Run 1, metal 1:
The bar under the picture is 20 um long. Supply wires on this layer in gray. Cells faint in the background.
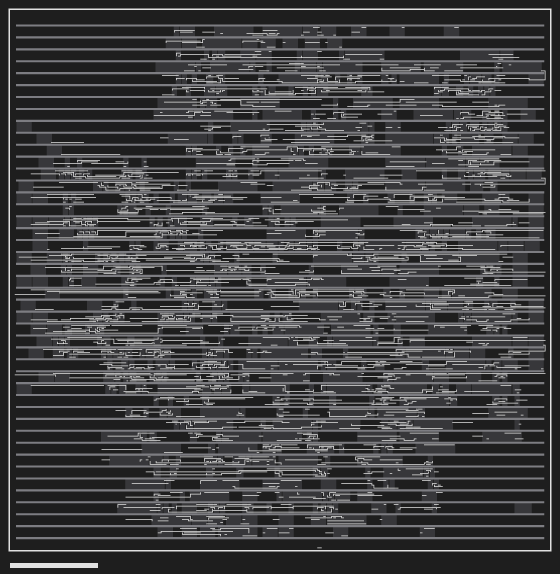
Run 1, close-up of the layout:
The bar under the picture is 10 um long. Region (42, 17) to (82, 57) um. Cells in gray, sequential cells in the stronger gray; small squares are vias.
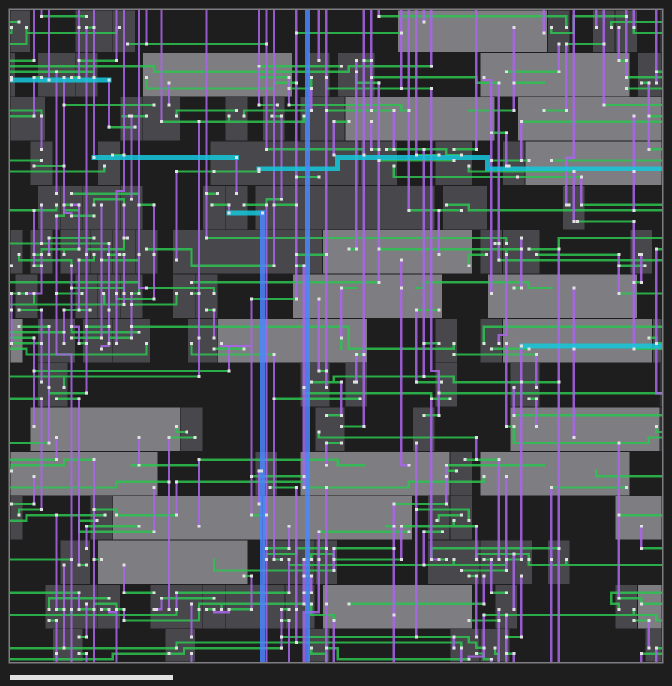
Run 1, M2 wires:
The bar under the picture is 20 um long. Cells faint in the background.
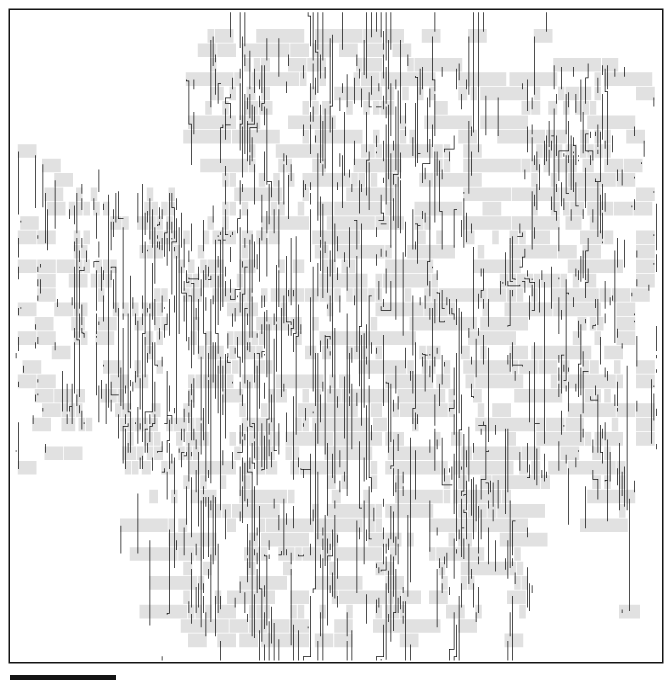
Run 1, routing congestion map:
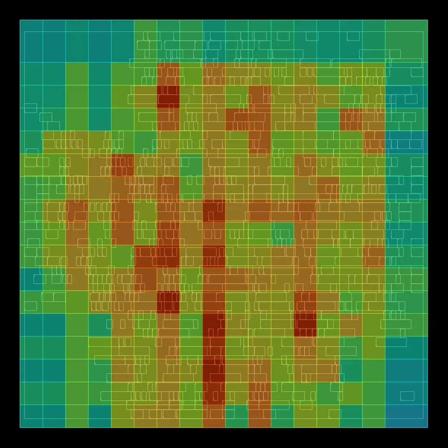
### config.mk
export PLATFORM = sky130hd
export DESIGN_NAME = imm_encoder
export DESIGN_NICKNAME = d
export VERILOG_FILES = /design/src/rtl/imm_encoder_pkg.sv /design/src/rtl/imm_encoder_range_check.sv /design/src/rtl/imm_encoder.sv
export SDC_FILE = /design/constraint.sdc
export NUM_CORES = 1
export LEC_CHECK = 0
export ABC_AREA = 1
export CELL_PAD_IN_SITES_DETAIL_PLACEMENT = 0
export CELL_PAD_IN_SITES_GLOBAL_PLACEMENT = 1
export CORE_MARGIN = 1
export CORE_UTILIZATION = 35
export CTS_BUF_LIST = sky130_fd_sc_hd__clkbuf_16
export CTS_CLUSTER_DIAMETER = 50
export DETAILED_ROUTE_END_ITERATION = 10
export GPL_ROUTABILITY_DRIVEN = 1
export PLACE_DENSITY = 0.84
export SLEW_MARGIN = 20
export SYNTH_ARGS = -nofsm -noshare
export SYNTH_HDL_FRONTEND = slang
export SYNTH_SLANG_ARGS = --single-unit
### constraint.sdc
create_clock -name CLK -period 4.6 [get_ports CLK]
set_clock_uncertainty 0.15 [all_clocks]
set_input_delay 0.92 -clock CLK [delete_from_list [all_inputs] [get_ports CLK]]
set_output_delay 0.92 -clock CLK [all_outputs]
set_load 0.05 [all_outputs]
### src/rtl/imm_encoder_pkg.sv
// Immediate-type encodings and helpers shared by the immediate encoder and decoder.
package imm_encoder_pkg;

  typedef enum logic [2:0] {
    IMM_U     = 3'b000,
    IMM_J     = 3'b001,
    IMM_I     = 3'b010,
    IMM_B     = 3'b011,
    IMM_S     = 3'b100,
    IMM_SHAMT = 3'b101
  } imm_type_e;

  localparam logic [31:0] J_SEXT_BITS  = 32'hFFF0_0000;
  localparam logic [31:0] IS_SEXT_BITS = 32'hFFFF_F800;
  localparam logic [31:0] B_SEXT_BITS  = 32'hFFFF_F000;

  typedef struct packed {
    logic        err;
    logic [31:0] base;
    logic [31:0] field;
    logic [31:0] mask;
  } stage1_t;

  // True when the bits selected by care are neither all zeros nor all ones,
  // i.e. the value is not a sign extension of the field below them.
  function automatic logic not_sext(input logic [31:0] val, input logic [31:0] care);
    return ((val & care) != care) && ((val & care) != '0);
  endfunction

endpackage

### src/rtl/imm_encoder_range_check.sv
// Combinational representability check of an IMM_EXT value for a given immediate type.
module imm_range_check
  import imm_encoder_pkg::*;
(
  input  logic [3:0]  IMM_SEL,
  input  logic [31:0] IMM_VAL,
  output logic        ERR
);

  logic uns;
  assign uns = IMM_SEL[3];

  always_comb begin
    ERR = 1'b0;
    case (imm_type_e'(IMM_SEL[2:0]))
      IMM_U:        ERR = |IMM_VAL[11:0];
      IMM_J:        ERR = IMM_VAL[0] |
                          (uns ? |IMM_VAL[31:21] : not_sext(IMM_VAL, J_SEXT_BITS));
      IMM_I, IMM_S: ERR = uns ? |IMM_VAL[31:12] : not_sext(IMM_VAL, IS_SEXT_BITS);
      IMM_B:        ERR = IMM_VAL[0] | not_sext(IMM_VAL, B_SEXT_BITS);
      IMM_SHAMT:    ERR = |IMM_VAL[31:5];
      default:      ERR = 1'b1;
    endcase
  end

endmodule

### src/rtl/imm_encoder.sv
// Two-stage immediate encoder: stage 1 checks range and scatters the immediate
// into instruction fields, stage 2 merges those fields into BASE_INST.
module imm_encoder
  import imm_encoder_pkg::*;
#(
  parameter int unsigned ERR_CNT_W = 8
) (
  input  logic                 CLK,
  input  logic                 RESET_N,
  input  logic                 IN_VALID,
  output logic                 IN_READY,
  input  logic [3:0]           IMM_SEL,
  input  logic [31:0]          IMM_VAL,
  input  logic [31:0]          BASE_INST,
  output logic                 OUT_VALID,
  input  logic                 OUT_READY,
  output logic [31:0]          OUT_INST,
  output logic                 OUT_ERR,
  input  logic                 CLR_ERR,
  output logic [ERR_CNT_W-1:0] ERR_CNT
);

  logic        range_err;
  logic        v1;
  logic        v2;
  logic        adv2;
  logic        accept;
  stage1_t     s1_d;
  stage1_t     s1_q;
  logic [31:0] merged;

  imm_range_check u_range_check (
    .IMM_SEL (IMM_SEL),
    .IMM_VAL (IMM_VAL),
    .ERR     (range_err)
  );

  assign adv2      = !v2 || OUT_READY;
  assign IN_READY  = !v1 || adv2;
  assign accept    = IN_VALID && IN_READY;
  assign OUT_VALID = v2;

  always_comb begin
    s1_d.err   = range_err;
    s1_d.base  = BASE_INST;
    s1_d.field = '0;
    s1_d.mask  = '0;
    case (imm_type_e'(IMM_SEL[2:0]))
      IMM_U: begin
        s1_d.field = {IMM_VAL[31:12], 12'h000};
        s1_d.mask  = 32'hFFFF_F000;
      end
      IMM_J: begin
        s1_d.field = IMM_SEL[3] ? {IMM_VAL[20:1], 12'h000}
                                : {IMM_VAL[20], IMM_VAL[10:1], IMM_VAL[11], IMM_VAL[19:12], 12'h000};
        s1_d.mask  = 32'hFFFF_F000;
      end
      IMM_I: begin
        s1_d.field = {IMM_VAL[11:0], 20'h00000};
        s1_d.mask  = 32'hFFF0_0000;
      end
      IMM_B: begin
        s1_d.field = {IMM_VAL[12], IMM_VAL[10:5], 13'h0000, IMM_VAL[4:1], IMM_VAL[11], 7'h00};
        s1_d.mask  = 32'hFE00_0F80;
      end
      IMM_S: begin
        s1_d.field = {IMM_VAL[11:5], 13'h0000, IMM_VAL[4:0], 7'h00};
        s1_d.mask  = 32'hFE00_0F80;
      end
      IMM_SHAMT: begin
        s1_d.field = {7'h00, IMM_VAL[4:0], 20'h00000};
        s1_d.mask  = 32'h01F0_0000;
      end
      default: begin
        s1_d.field = '0;
        s1_d.mask  = '0;
      end
    endcase
  end

  // Field bits outside the mask are already zero, so OR-ing them in is enough.
  assign merged = s1_q.err ? s1_q.base : ((s1_q.base & ~s1_q.mask) | s1_q.field);

  always_ff @(posedge CLK or negedge RESET_N) begin
    if (!RESET_N) begin
      v1       <= 1'b0;
      v2       <= 1'b0;
      s1_q     <= '0;
      OUT_INST <= '0;
      OUT_ERR  <= 1'b0;
    end else begin
      if (IN_READY) v1 <= IN_VALID;
      if (accept) s1_q <= s1_d;
      if (adv2) v2 <= v1;
      if (adv2 && v1) begin
        OUT_INST <= merged;
        OUT_ERR  <= s1_q.err;
      end
    end
  end

  always_ff @(posedge CLK or negedge RESET_N) begin
    if (!RESET_N) begin
      ERR_CNT <= '0;
    end else if (CLR_ERR) begin
      ERR_CNT <= '0;
    end else if (v2 && OUT_READY && OUT_ERR && !(&ERR_CNT)) begin
      ERR_CNT <= ERR_CNT + ERR_CNT_W'(1);
    end
  end

endmodule
==> changes_impl.md, run 1 <==
## Implementation

* Multi-input combinational area share at 0.321
* DR DRC count at 0
* Syn avg cell area at 7.86 sq um
* Wire length on met3 at 750 um
* HP Class: reg -> reg
* Buffers, non-clock at 120
* Area share, top type at 0.511
* Worst setup margin at 1.09 ns
* Mapped Cells at 654
* Proportion of power drawn by the clock network at 0.266
* Fin area at 6740 sq um
* RD Place Congestion at 0.891
* OpenROAD warning count at 26
* Met2 Track Usage GR at 0.293
* CTS Sinks at 105
* First-pass DRT Iterations at 5
* Yosys warning tally at 0
* Htree depth at 3
* Period minus WS final at 3.51 ns
* Net Switching at 1.11 mW
* Seq pwr at 1.19 mW
* Mapped Area at 5140 sq um
* Filler cells at 1348
* Clock Root Buffer: clkbuf_16
* Status: complete, no violations
* Chip area at 15200 sq um
* Synthesis-to-layout area growth at 31.1%
* Inverters at 58
* Overflow left after global routing at 0
* Pwr/cell area at 447 nW/um^2
* Crit-path slowest cell: clkdlybuf4s50_1
* Num tapcells at 180
* Total Routing Usage GR at 0.197
* Count of maximum capacitance violations at 0
* CP cell instances: clkdlybuf4s50_1, inv_1, nand3_2, clkdlybuf4s50_1
* Largest stage delay, worst path at 0.81 ns
* Antenna violations before repair at 0
* Part of the power in registers at 0.396
* Synth cell types at 38
* Most frequent cells in the layout: 247 x nand2_1, 114 x clkdlybuf4s50_1, 105 x dfrtp_1
* Commonest flop: dfrtp_1
* Clock Power at 0.801 mW
* Top cell excl fill/tap: nand2_1
* Measured slew at the worst slew-check pin at 0.792 ns
* Largest cell class by area: sequential cells
* DRT iter0 DRCs at 322
* Max FFs per register at 62
* Rel. slew slack at 0.472
* Met1 usage at 0.288
* Clock Tree Buf Depth at 2
* Top Consumer: sequential cells
* Worst path required time at 3.53 ns
* Post-synth EDFFs at 0
* Sw frac at 0.367
* Top Registers: s1_q x62, OUT_INST x32, ERR_CNT x8
* Gate power share at 0.338
* Endpoints failing hold at 0
* Yosys top cell by area: dfrtp_1
* Layout clock area frac at 0.0462
* GRT busiest layer: met2
* DR top layer: met4
* Cells after DPL at 930
* CP delay by family, top: buffers and inverters
* FP Core Util at 0.365
* Seq/Total Area, Yosys at 0.511
* Die Ht at 123 um
* Critical path class: in -> out
* Hold Buf Count CTS at 0
* Post-DP HPWL at 10400 um
* Setup bufs post-CTS at 0
* Fraction of registers with async set/reset at 1.00
* Area occupied by registers at 2630 sq um
* DRT antenna net count at 0
* Worst VDD drop at 0.000183 V
* Final net count at 835
* # resized after CTS at 0
* Vias in the first global route at 4609
* Met2 Routed Length at 6170 um
* Pint at 1.91 mW
* Worst EP arrival at 2.44 ns
* Vias per cell at 5.06
* Boundary Pins at 116
* Die X at 123 um
* Total CTS buffers at 9
* Power Total at 3.01 mW
* PortBufs at 115
* Logic area at 2170 sq um
* Clock buffers at 9
* Setup violators final at 0
* WL met1 at 6880 um
* Rows at 43
* Via count at 4784
* ANT cells at 0
* P_comb at 1.02 mW
* Critical path peak fanout at 3
* Post-place setup slack at 1.10 ns
* Synth top cells by count: 247 x nand2_1, 105 x dfrtp_1, 54 x inv_1, 54 x nor2_1, 47 x o21ai_0
* Fraction of area in registers at 0.390
* Drt wl/cell at 14.8 um
* CTS tree: done
* DP Area at 6430 sq um
* Core ar. at 14100 sq um
* Sequential cell count at 105
* Fin Hold WS at 0.331 ns
* Cell mode on critical path: clkdlybuf4s50_1
* CTS clk-pin slew, worst paths at 0.07 ns
* Slew Viols, Final at 0
* NonClk Buf Share at 0.176
* Largest net degree at the start of global routing at 86
* Share of layout cells above drive strength 1 at 0.0509
* First-pass GRT wire length at 23100 um
* Chip area estimate from yosys synthesis at 5140 sq um
* Cell with the most instances after synthesis: nand2_1
* Unrepaired setup endpoints after global routing: no
* Fmax achieved at 285 MHz
## Picture notes: 'metal 1'
share of all routed wire: 49%
longest straight run: 36.3 um
nets with wire on the layer: 730
wire length on this layer: 6880 um
main direction: horizontal

## Picture notes: 'close-up of the layout'
[cyan] met3
[blue] met4
[green] met1
[purple] met2
netlist names of flops here include: s1_q (16), OUT_INST (4)
cells with their middle in the window: 107
most frequent: nand2_1 (22), dfrtp_1 (20), inv_1 (18)
sequential cells in the window: 20

## Picture notes: 'M2 wires'
share of all routed wire: 44%
wire length on this layer: 6170 um
longest straight run: 49.0 um
main direction: vertical

## Picture notes: 'routing congestion map'
final core utilization: 0.478
met3 GRT Util: 0.0346

[run 1: worst paths after layout]
check	start	endpoint	slack [ns]	cells past startpoint
max in group asynchronous	RESET_N	s1_q[52]	3.03	2
setup / recovery	OUT_READY	IN_READY	1.09	4
setup reg to reg	s1_q[96]	OUT_INST[15]	2.47	4
hold reg to reg	s1_q[95]	s1_q[95]	0.33	2
min in group asynchronous	RESET_N	OUT_INST[6]	0.47	1
hold / removal	s1_q[95]	s1_q[95]	0.33	2
[run 1: cells by family (layout without fill, tap and decap cells)]
kind of cell               after synthesis  count (layout)  synth area share
DFF                                    105             105             0.511
AOI/OAI and AO/OA                      122             122             0.147
and+or+nand+nor                        342             342             0.269
xor gates and xnor gates                 2               2           0.00341
adders and majority gates                1               1           0.00243
buffers and inverters                   82             194            0.0679
## Run 2: what changed since run 1
--- a/config.mk
+++ b/config.mk
@@ -9,12 +9,12 @@
 export CELL_PAD_IN_SITES_DETAIL_PLACEMENT = 0
 export CELL_PAD_IN_SITES_GLOBAL_PLACEMENT = 1
 export CORE_MARGIN = 1
-export CORE_UTILIZATION = 35
+export CORE_UTILIZATION = 33
 export CTS_BUF_LIST = sky130_fd_sc_hd__clkbuf_16
 export CTS_CLUSTER_DIAMETER = 50
 export DETAILED_ROUTE_END_ITERATION = 10
 export GPL_ROUTABILITY_DRIVEN = 1
-export PLACE_DENSITY = 0.84
+export PLACE_DENSITY = 0.83
 export SLEW_MARGIN = 20
 export SYNTH_ARGS = -nofsm -noshare
 export SYNTH_HDL_FRONTEND = slang
==> constraint.sdc (replaced) <==
create_clock -name CLK -period 2.95 [get_ports CLK]
set_clock_uncertainty 0.15 [all_clocks]
set_input_delay 0.59 -clock CLK [delete_from_list [all_inputs] [get_ports CLK]]
set_output_delay 0.59 -clock CLK [all_outputs]
set_load 0.05 [all_outputs]
==> run 2 against run 1 <==
  * Critical path depth down 3
  * Via count shrank 1.3%
  * Largest power group unchanged
  * Global-route usage fell by 1.6 points
  * Clock power up 55%
  * Setup slack got worse by 0.56 ns
  * Total power up 56%
  * Area after synthesis unchanged
  * Highest routed layer unchanged
  * Cell area increased by 0.87%
  * Sequential power grew 57%
==> changes_impl.md, run 2 <==
## Implementation

* Boundary Pins at 116 (unchanged)
* Fraction of area in registers at 0.386 (-0.00337)
* Worst R2R Start: OUT_VALID
* Adder Share, Synth at 0.00243 (unchanged)
* Logic area at 2170 sq um (unchanged)
* Via count at 4722 (-1.3%)
* # resized after CTS at 0 (unchanged)
* Power Total at 4.70 mW (+56%)
* Yosys top cell by area: dfrtp_1
* Status: complete, no violations
* Clock Root Buffer: clkbuf_16
* Post-synth EDFFs at 0 (unchanged)
* Fin Hold WS at 0.0745 ns (-0.256 ns)
* Total CTS buffers at 9 (unchanged)
* PortBufs at 115 (unchanged)
* Multi-input combinational area share at 0.318 (-0.00278)
* ANT cells at 0 (unchanged)
* Part of the power in registers at 0.398 (+0.002)
* RD Place Congestion at 0.866 (-2.8%)
* DRT iter0 DRCs at 324 (+0.62%)
* Layout clock area frac at 0.0458 (-0.000399)
* Gate power share at 0.337 (about the same)
* Net Switching at 1.72 mW (+55%)
* Filler cells at 1535 (+14%)
* Sw frac at 0.365 (-0.00194)
* Seq/Total Area, Yosys at 0.511 (unchanged)
* CTS tree: done
* Proportion of power drawn by the clock network at 0.265 (about the same)
* Die Ht at 127 um (+2.9%)
* Share of layout cells above drive strength 1 at 0.0558 (+0.00493)
* Area occupied by registers at 2630 sq um (unchanged)
* Htree depth at 3 (unchanged)
* Most frequent cells in the layout: 247 x nand2_1, 113 x clkdlybuf4s50_1, 105 x dfrtp_1
* Cell with the most instances after synthesis: nand2_1
* Rel. slew slack at 0.650 (+0.178)
* Drt wl/cell at 14.6 um (-1.2%)
* Comb area leader: simple AND/OR/NAND/NOR gates
* R2r setup slk at 1.18 ns (-1.29 ns)
* R2r endpoint: OUT_INST[31]
* Top Registers: s1_q x62, OUT_INST x32, ERR_CNT x8
* Chip area estimate from yosys synthesis at 5140 sq um (unchanged)
* Period minus WS final at 2.41 ns
* Reg2Reg Depth at 5 (+1)
* CP cell instances: clkdlybuf4s50_1
* Overflow left after global routing at 0 (unchanged)
* Crit-path slowest cell: clkdlybuf4s50_1
* Worst EP arrival at 1.67 ns (-0.77 ns)
* Final net count at 839 (+0.48%)
* Mapped Cells at 654 (unchanged)
* Clock Tree Buf Depth at 2 (unchanged)
* Chip area at 16100 sq um (+6.0%)
* Total stage count of the critical path at 1 (-3)
* Hold Buf Count CTS at 0 (unchanged)
* Max FFs per register at 62 (unchanged)
* Yosys aoi share at 0.147 (unchanged)
* DP Area at 6490 sq um (+0.97%)
* First-pass DRT Iterations at 5 (unchanged)
* Post-Synth Simple-Gate Area at 0.269 (unchanged)
* Mapped Area at 5140 sq um (unchanged)
* Clock buffers at 9 (unchanged)
* Fin area at 6800 sq um (+0.87%)
* CP startpoint: OUT_VALID
* Fraction of registers with async set/reset at 1.00 (unchanged)
* Largest net degree at the start of global routing at 51 (-41%)
* OpenROAD warning count at 26 (unchanged)
* HP Class: in -> async
* Die X at 127 um (+2.9%)
* Worst setup margin at 0.536 ns (-0.557 ns)
* CTS Sinks at 105 (unchanged)
* Synth top cells by count: 247 x nand2_1, 105 x dfrtp_1, 54 x inv_1, 54 x nor2_1, 47 x o21ai_0
* Largest cell class by area: sequential cells
* Core ar. at 15200 sq um (+7.8%)
* Area share, top type at 0.511 (unchanged)
* Setup violators final at 0 (unchanged)
* Syn avg cell area at 7.86 sq um (unchanged)
* XOR/XNOR Area Share at 0.00341 (unchanged)
* Num tapcells at 188 (+4.4%)
* Inverters at 58 (unchanged)
* Measured slew at the worst slew-check pin at 0.523 ns (-0.269 ns)
* Critical path peak fanout at 5 (+2)
* Antenna violations before repair at 0 (unchanged)
* Unrepaired setup endpoints after global routing: no
* Endpoints failing hold at 0 (unchanged)
* Worst path required time at 2.21 ns (-1.32 ns)
* Largest stage delay, worst path at 0.85 ns (+0.04 ns)
* Mux share of post-synthesis cell area at 0 (unchanged)
* Pint at 2.98 mW (+57%)
* DR DRC count at 0 (unchanged)
* Count of maximum capacitance violations at 0 (unchanged)
* Setup TNS at 0 ns
* Post-DP HPWL at 10600 um (+1.1%)
* Buffers, non-clock at 124 (+3.3%)
* Top cell excl fill/tap: nand2_1
## run 2: cell count changes in the layout (fill, tap and decap cells not counted)
cell	before	now
buf_12	0	2
buf_4	5	9
buf_6	1	0
clkdlybuf4s50_1	114	113
clkinv_1	2	3
clkinv_2	2	0
clkinv_4	2	1
clkinvlp_4	0	2
## run 2: per-layer routing
metal  global-route usage  routed length (um)
met1                0.256                6800
met2                0.279                6380
met3               0.0295                 641
met4               0.0588                 193
met5                    0                   0
## run 2: power groups by stage
stage / Clock [mW] / Combinational [mW] / Sequential [mW]
global placement: 0 / 1.59 / 1.90
CTS: 1.28 / 1.60 / 1.88
global route: 1.34 / 1.71 / 1.91
detailed placement: 0 / 1.59 / 1.90
floorplan: 0 / 0.453 / 2.40
finish: 1.24 / 1.59 / 1.87
Run 2, M2 wires:
The bar under the picture is 50 um long. Cells faint in the background.
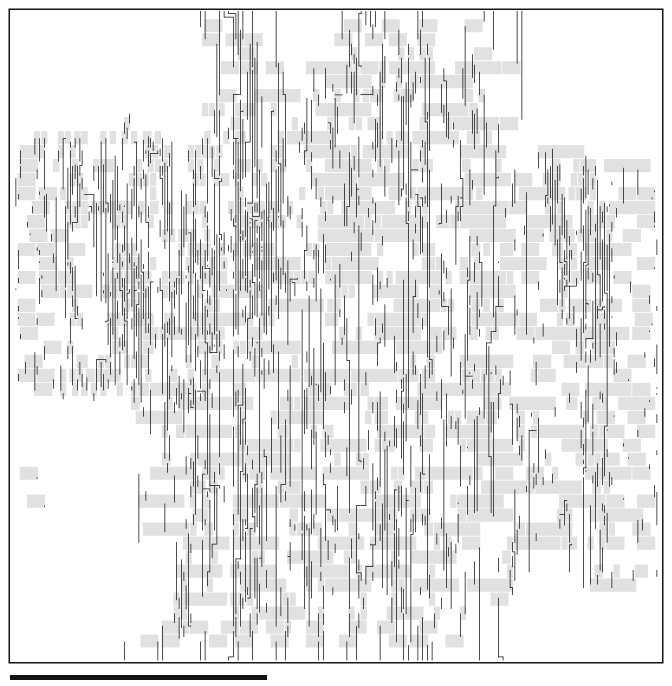
nets with wire on the layer: 668
longest straight run: 45.7 um
wire length on this layer: 6380 um
share of all routed wire: 46%
main direction: vertical

Run 2, metal 1:
The bar under the picture is 50 um long. Supply wires on this layer in gray. Cells faint in the background.
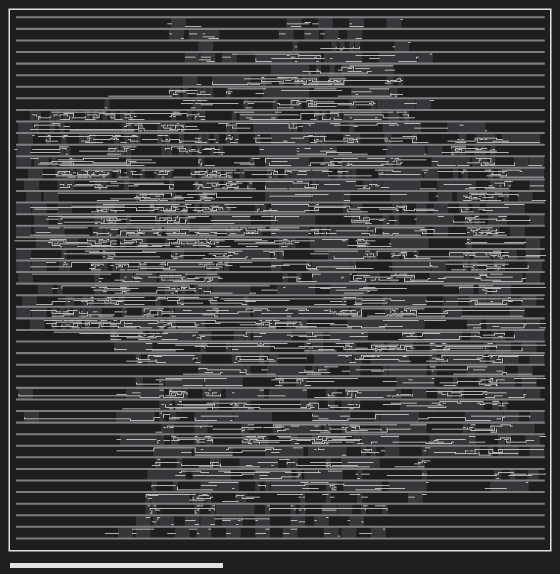
longest straight run: 54.7 um
nets with wire on the layer: 740
share of all routed wire: 49%
wire length on this layer: 6800 um
main direction: horizontal

Run 2, routing congestion map:
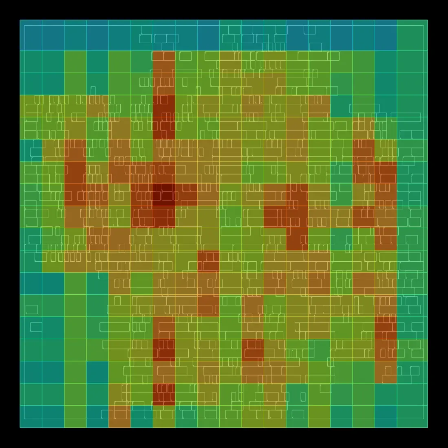
Total Routing Usage GR: 0.180
met2 Track Usage GR: 0.279

## Run 3: what changed since run 2
==> constraint.sdc (replaced) <==
create_clock -name CLK -period 2.1 [get_ports CLK]
set_clock_uncertainty 0.15 [all_clocks]
set_input_delay 0.42 -clock CLK [delete_from_list [all_inputs] [get_ports CLK]]
set_output_delay 0.42 -clock CLK [all_outputs]
set_load 0.05 [all_outputs]
==> run 3 against run 2 <==
  * Cell area rose by 3.0%
  * Utilization is 1.3 points higher
  * Die area is the same
  * Critical path depth unchanged
  * Total power rose by 41%
  * Synthesized cell count unchanged
  * Area after synthesis did not move
  * Register-to-register slack worse by 0.72 ns
==> changes_impl.md, run 3 <==
## Implementation

* Power Total at 6.64 mW (+41%)
* Top cell excl fill/tap: nand2_1
* Setup TNS at 0 ns (unchanged)
* Core ar. at 15200 sq um (unchanged)
* Setup violators final at 0 (unchanged)
* Crit-path slowest cell: clkdlybuf4s50_1
* Seq pwr at 2.61 mW (+40%)
* Clock Power at 1.79 mW (+44%)
* Filler cells at 1562 (+1.8%)
* Post-Synth Simple-Gate Area at 0.269 (unchanged)
* Worst setup margin at 0.0415 ns (-0.494 ns)
* Max FFs per register at 62 (unchanged)
* ANT cells at 0 (unchanged)
* CP cell instances: clkdlybuf4s50_1
* Final net count at 871 (+3.8%)
* Worst EP arrival at 1.49 ns (-0.18 ns)
* R2r endpoint: ERR_CNT[4]
* Most frequent cells in the layout: 247 x nand2_1, 105 x dfrtp_1, 74 x clkdlybuf4s50_1
* Inverters at 58 (unchanged)
* Proportion of power drawn by the clock network at 0.269 (+0.004)
* Area occupied by registers at 2630 sq um (unchanged)
* Boundary Pins at 116 (unchanged)
* Largest stage delay, worst path at 0.80 ns (-0.05 ns)
* Status: complete, no violations
* WL met1 at 6930 um (+1.9%)
* Part of the power in registers at 0.393 (-0.005)
* Die Ht at 127 um (unchanged)
* Period minus WS final at 2.06 ns
* Antenna violations before repair at 0 (unchanged)
* Fin area at 7010 sq um (+3.0%)
* DR DRC count at 0 (unchanged)
* Post-synth EDFFs at 0 (unchanged)
* Worst R2R Start: ERR_CNT[0]
* P_comb at 2.24 mW (+41%)
* CTS Sinks at 105 (unchanged)
* R2r setup slk at 0.46 ns (-0.72 ns)
* Reg2Reg Depth at 9 (+4)
* Clock buffers at 9 (unchanged)
* Rel. slew slack at 0.666 (+0.0158)
* Synth top cells by count: 247 x nand2_1, 105 x dfrtp_1, 54 x inv_1, 54 x nor2_1, 47 x o21ai_0
* Die X at 127 um (unchanged)
* Pint at 4.19 mW (+40%)
* Mux share of post-synthesis cell area at 0 (unchanged)
* Seq/Total Area, Yosys at 0.511 (unchanged)
* Overflow left after global routing at 0 (unchanged)
* Buffers, non-clock at 156 (+26%)
* Worst path required time at 1.53 ns (-0.68 ns)
* Yosys aoi share at 0.147 (unchanged)
* DR top layer: met4
* Num tapcells at 188 (unchanged)
* Share of layout cells above drive strength 1 at 0.133 (+0.0776)
* Chip area at 16100 sq um (unchanged)
* Measured slew at the worst slew-check pin at 0.501 ns (-0.0229 ns)
* Layout clock area frac at 0.0454 (-0.000441)
* DP Area at 6670 sq um (+2.7%)
* Htree depth at 3 (unchanged)
* Largest net degree at the start of global routing at 60 (+18%)
* Endpoints failing hold at 0 (unchanged)
* HP Class: reg -> reg
* Fin Hold WS at 0.329 ns (+0.254 ns)
* Comb area leader: simple AND/OR/NAND/NOR gates
run 3: cell types whose count changed in the layout (fill, tap and decap cells not counted), sizes merged:
cell / change
dlygate4sd2: +2
dlymetal6s2s: +5
clkinv: +1
dlygate4sd3: +1
clkinvlp: -1
clkdlybuf4s50: -39
buf: +63
run 3: worst max path at each step:
stage / from / to / slack [ns] / depth (start not counted)
6_report: OUT_INST[5] / OUT_INST[5] / 0.04 / 1
3_5_place_dp: IMM_SEL[2] / s1_q[54] / -0.04 / 8
4_1_cts: ERR_CNT[2] / ERR_CNT[2] / 0.004 / 1
3_3_place_gp: IMM_VAL[30] / s1_q[96] / -0.04 / 8
2_1_floorplan: OUT_VALID / s1_q[71] / 0.03 / 7
5_1_grt: OUT_INST[3] / OUT_INST[3] / 0.002 / 1
Run 3, M2 wires:
The bar under the picture is 50 um long. Cells faint in the background.
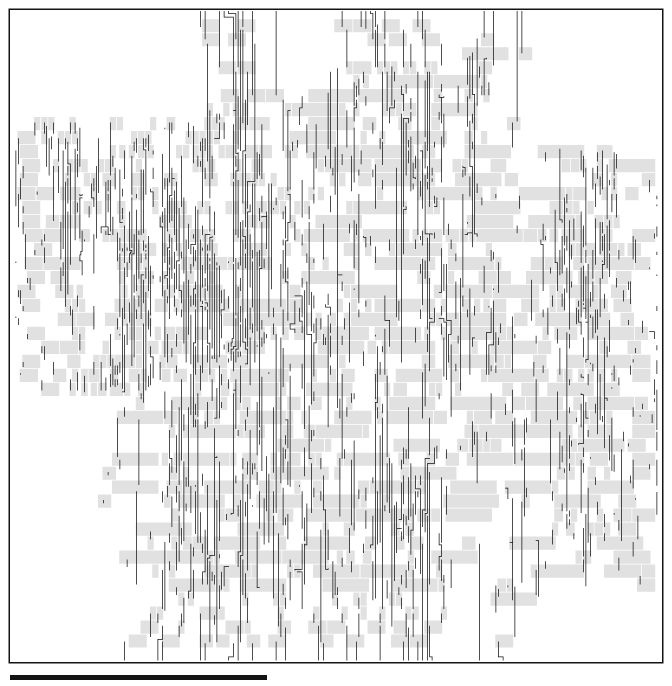
met2 Track Usage GR: 0.290
via count: 4775
final wirelength: 14100 um

Run 3, routing congestion map:
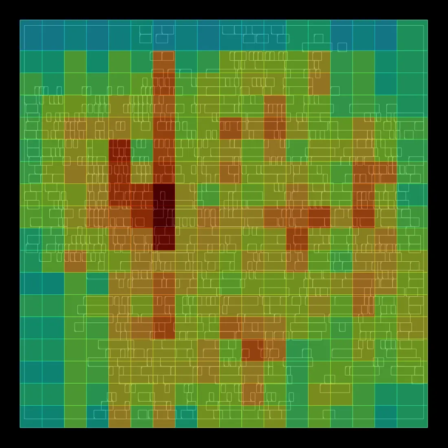
Total Routing Usage GR: 0.184
met3 GRT Util: 0.0257
met1 usage: 0.258
drt wl/cell: 14.3 um
final core utilization: 0.461

Run 3, sizing map:
The bar under the picture is 50 um long.
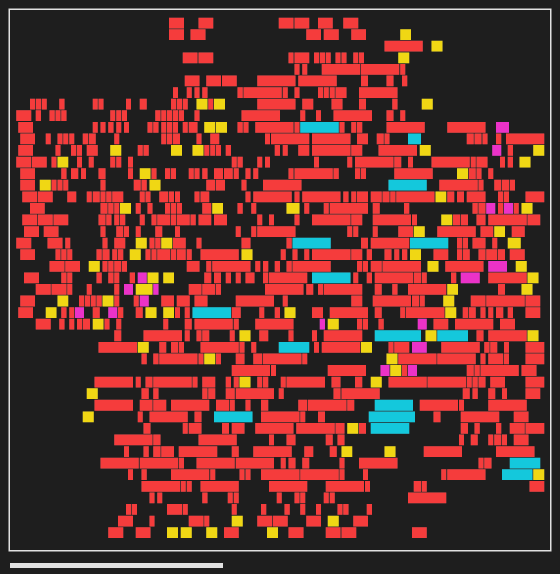
[yellow] drive 3 to 4 | cells: 74 | share: 9.2% | most used: buf_4
[magenta] drive 2 | cells: 17 | share: 2.1% | most used: nand2_2
[cyan] drive 6 and up | cells: 16 | share: 2.0% | most used: clkbuf_16
[red] drive 1 or less | cells: 695 | share: 87% | most used: nand2_1

Power is estimated from default activity; no workload was simulated.
